--- src/rtl/bin2csd_seq.sv ---
// Sequential binary -> CSD (non-adjacent form) encoder, DPC digits per clock, LSB first.
// Optional BIN2CSD_NZCNT_EN adds an nzcnt output counting nonzero digits of y.
module bin2csd_seq #(
  parameter int W   = 73,
  parameter int DPC = 1
) (
  input  logic           clk,
  input  logic           rst,
  input  logic           ena,
  input  logic           in_valid,
  output logic           in_ready,
  input  logic [W-1:0]   x,
  output logic           out_valid,
  input  logic           out_ready,
  output logic [2*W-1:0] y
`ifdef BIN2CSD_NZCNT_EN
  ,
  output logic [$clog2(W+1)-1:0] nzcnt
`endif
);

  localparam int CW = $clog2(W + DPC + 1);
  localparam logic [W:0] ONE = {{W{1'b0}}, 1'b1};

  typedef enum logic [1:0] {IDLE, CONV, DONE} state_e;

  state_e              state_q;
  logic signed [W:0]   v_q, v_d;
  logic [2*W-1:0]      y_q, y_d;
  logic [CW-1:0]       cnt_q;
  logic                in_ready_q, out_valid_q;
`ifdef BIN2CSD_NZCNT_EN
  localparam int NZW = $clog2(W + 1);
  logic [NZW-1:0]      nz_q, nz_d;
`endif

  // Digit chain: v is W+1 bits so v+1 from 2^(W-1)-1 cannot overflow.
  always_comb begin
    logic signed [W:0] vt;
    logic [CW-1:0]     idx;
    vt  = v_q;
    y_d = y_q;
    idx = cnt_q;
`ifdef BIN2CSD_NZCNT_EN
    nz_d = nz_q;
`endif
    for (int j = 0; j < DPC; j++) begin
      idx = cnt_q + CW'(j);
      if (vt[0]) begin
        if (idx < CW'(W)) begin
          y_d[2*idx +: 2] = {vt[1], 1'b1};
`ifdef BIN2CSD_NZCNT_EN
          nz_d = nz_d + NZW'(1);
`endif
        end
        vt = vt[1] ? vt + ONE : vt - ONE;
      end
      vt = vt >>> 1;
    end
    v_d = vt;
  end

  always_ff @(posedge clk) begin
    if (!rst) begin
      state_q     <= IDLE;
      in_ready_q  <= 1'b1;
      out_valid_q <= 1'b0;
      y_q         <= '0;
      v_q         <= '0;
      cnt_q       <= '0;
`ifdef BIN2CSD_NZCNT_EN
      nz_q        <= '0;
`endif
    end else if (ena) begin
      case (state_q)
        IDLE: if (in_valid) begin
          v_q        <= {x[W-1], x};
          y_q        <= '0;
          cnt_q      <= '0;
`ifdef BIN2CSD_NZCNT_EN
          nz_q       <= '0;
`endif
          in_ready_q <= 1'b0;
          state_q    <= CONV;
        end
        CONV: begin
          v_q   <= v_d;
          y_q   <= y_d;
          cnt_q <= cnt_q + CW'(DPC);
`ifdef BIN2CSD_NZCNT_EN
          nz_q  <= nz_d;
`endif
          if (cnt_q + CW'(DPC) >= CW'(W)) begin
            out_valid_q <= 1'b1;
            state_q     <= DONE;
          end
        end
        DONE: if (out_ready) begin
          out_valid_q <= 1'b0;
          in_ready_q  <= 1'b1;
          state_q     <= IDLE;
        end
        default: state_q <= IDLE;
      endcase
    end
  end

  assign in_ready  = in_ready_q;
  assign out_valid = out_valid_q;
  assign y         = y_q;
`ifdef BIN2CSD_NZCNT_EN
  assign nzcnt     = nz_q;
`endif

endmodule

--- config.mk ---
export PLATFORM = sky130hd
export DESIGN_NAME = bin2csd_seq
export DESIGN_NICKNAME = d
export VERILOG_FILES = /design/src/rtl/bin2csd_seq.sv
export SDC_FILE = /design/constraint.sdc
export NUM_CORES = 1
export LEC_CHECK = 0
export CAP_MARGIN = 20
export CELL_PAD_IN_SITES_DETAIL_PLACEMENT = 1
export CELL_PAD_IN_SITES_GLOBAL_PLACEMENT = 1
export CORE_UTILIZATION = 35
export CTS_BUF_LIST = sky130_fd_sc_hd__clkbuf_8
export DETAILED_ROUTE_END_ITERATION = 7
export PLACE_DENSITY = 0.78
export SLEW_MARGIN = 20
export SYNTH_ARGS = -nofsm -noshare
export SYNTH_HDL_FRONTEND = slang
export SYNTH_SLANG_ARGS = --single-unit
--- constraint.sdc ---
create_clock -name clk -period 6 [get_ports clk]
set_input_delay 0.6 -clock clk [delete_from_list [all_inputs] [get_ports clk]]
set_output_delay 0.6 -clock clk [all_outputs]
set_load 0.005 [all_outputs]
==> run summary <==
flow finished, numbers: DRC 39, stage-log warning count 30, outcome finished, violations left, R2R Path End v_q[69], met3 Usage GRT 0.0579, largest net degree at the start of global routing approximately 99, Arrival @ worst endpoint 4890 ps, syn_nets between 2,000 and 2,500, Net Switching about 1.7 mW, cell mode on critical path o21ai_2, WHS Endpoint y[21], die x size about 210 um, via/cell ratio roughly 6.0, Synth Area per Inst between 7 and 8 um^2, layout cells sized above 1 0.0591, crit-path leading delay family AND-OR/OR-AND gates, max reg flops 146, met2 WL about 27,000 um, violated checks DRC, Clk pwr share 0.326, Main power group registers
==> cell usage after synthesis, drive strengths merged (7+ instances only) <==
master,number,share of area
a31oi,18,0.0077
nand2b,9,0.0039
xor2,23,0.014
ha,77,0.066
a21oi,216,0.075
mux2i,13,0.0089
a22oi,72,0.037
xnor2,50,0.030
a21o,29,0.015
dfxtp,230,0.32
and3,20,0.0086
buf,20,0.0065
a211oi,29,0.017
o21a,7,0.0036
clkbuf,132,0.034
nand3,33,0.011
o21bai,20,0.011
a222oi,33,0.023
nor2,265,0.068
o21ai,194,0.068
nand2,180,0.046
nand4,45,0.019
nor2b,8,0.0034
nor3,28,0.011
a221oi,25,0.015
a32oi,37,0.023
inv,36,0.0093
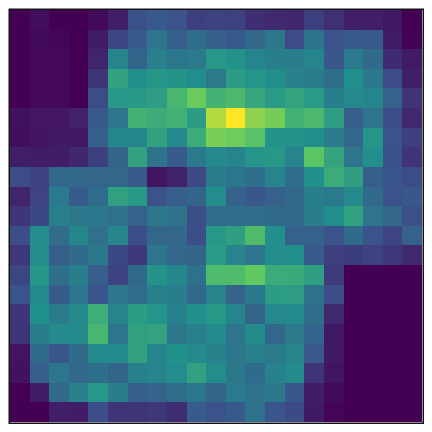
Fig. 1. Wire density map.
Scale: 2 px per um. The die is cut into 21 by 21 equal tiles; dark purple is low, yellow is high, scaled to the fullest tile. Values are wire area over tile area, all layers added.
The mean over all tiles is 0.22. The densest ninth of the die: top centre. The fullest tile reaches 0.70. The emptiest ninth of the die: lower right. 11% of the tiles are nearly empty. 17% of the tiles are over half the peak.
Routed WL: 58,200 um
post-DR wirelength/cell: 22.1 um

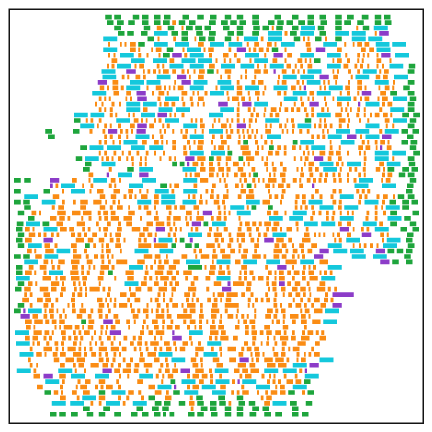
Fig. 2. Placed cells, one colour a class.
Scale: 2 px per um.
Key: cyan = sequential cells [cells 230, share of their area 27%]; green = remaining buffers and delay cells [cells 247, share of their area 14%]; orange = remaining logic cells [cells 1,552, share of their area 55%]; purple = clock drivers and dummy loads [cells 69, share of their area 4.7%]
Final Cell Area: 0.0179 mm^2
Core Util, Final: 0.437

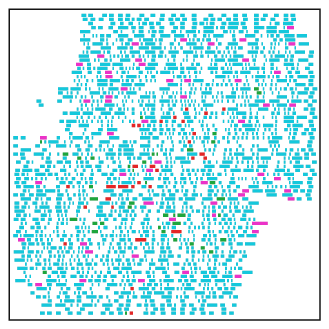
Fig. 3. Sizing map.
Scale: 1.5 px per um.
Key: cyan = x1 and smaller [cells 1,974, most used nor2_1]; green = x2 [cells 40]; magenta = x6 and larger [cells 54, most used clkbuf_8]; red = x3 and x4 [cells 30, most used buf_4]

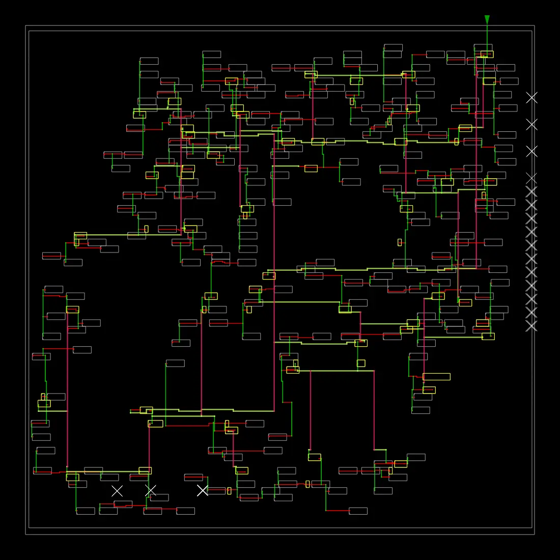
Fig. 4. The clock network.
clk ins delay skew pair: 630 ps
clk sink count: 230
seq_cells: 230

Power and IR drop assume default switching activity.
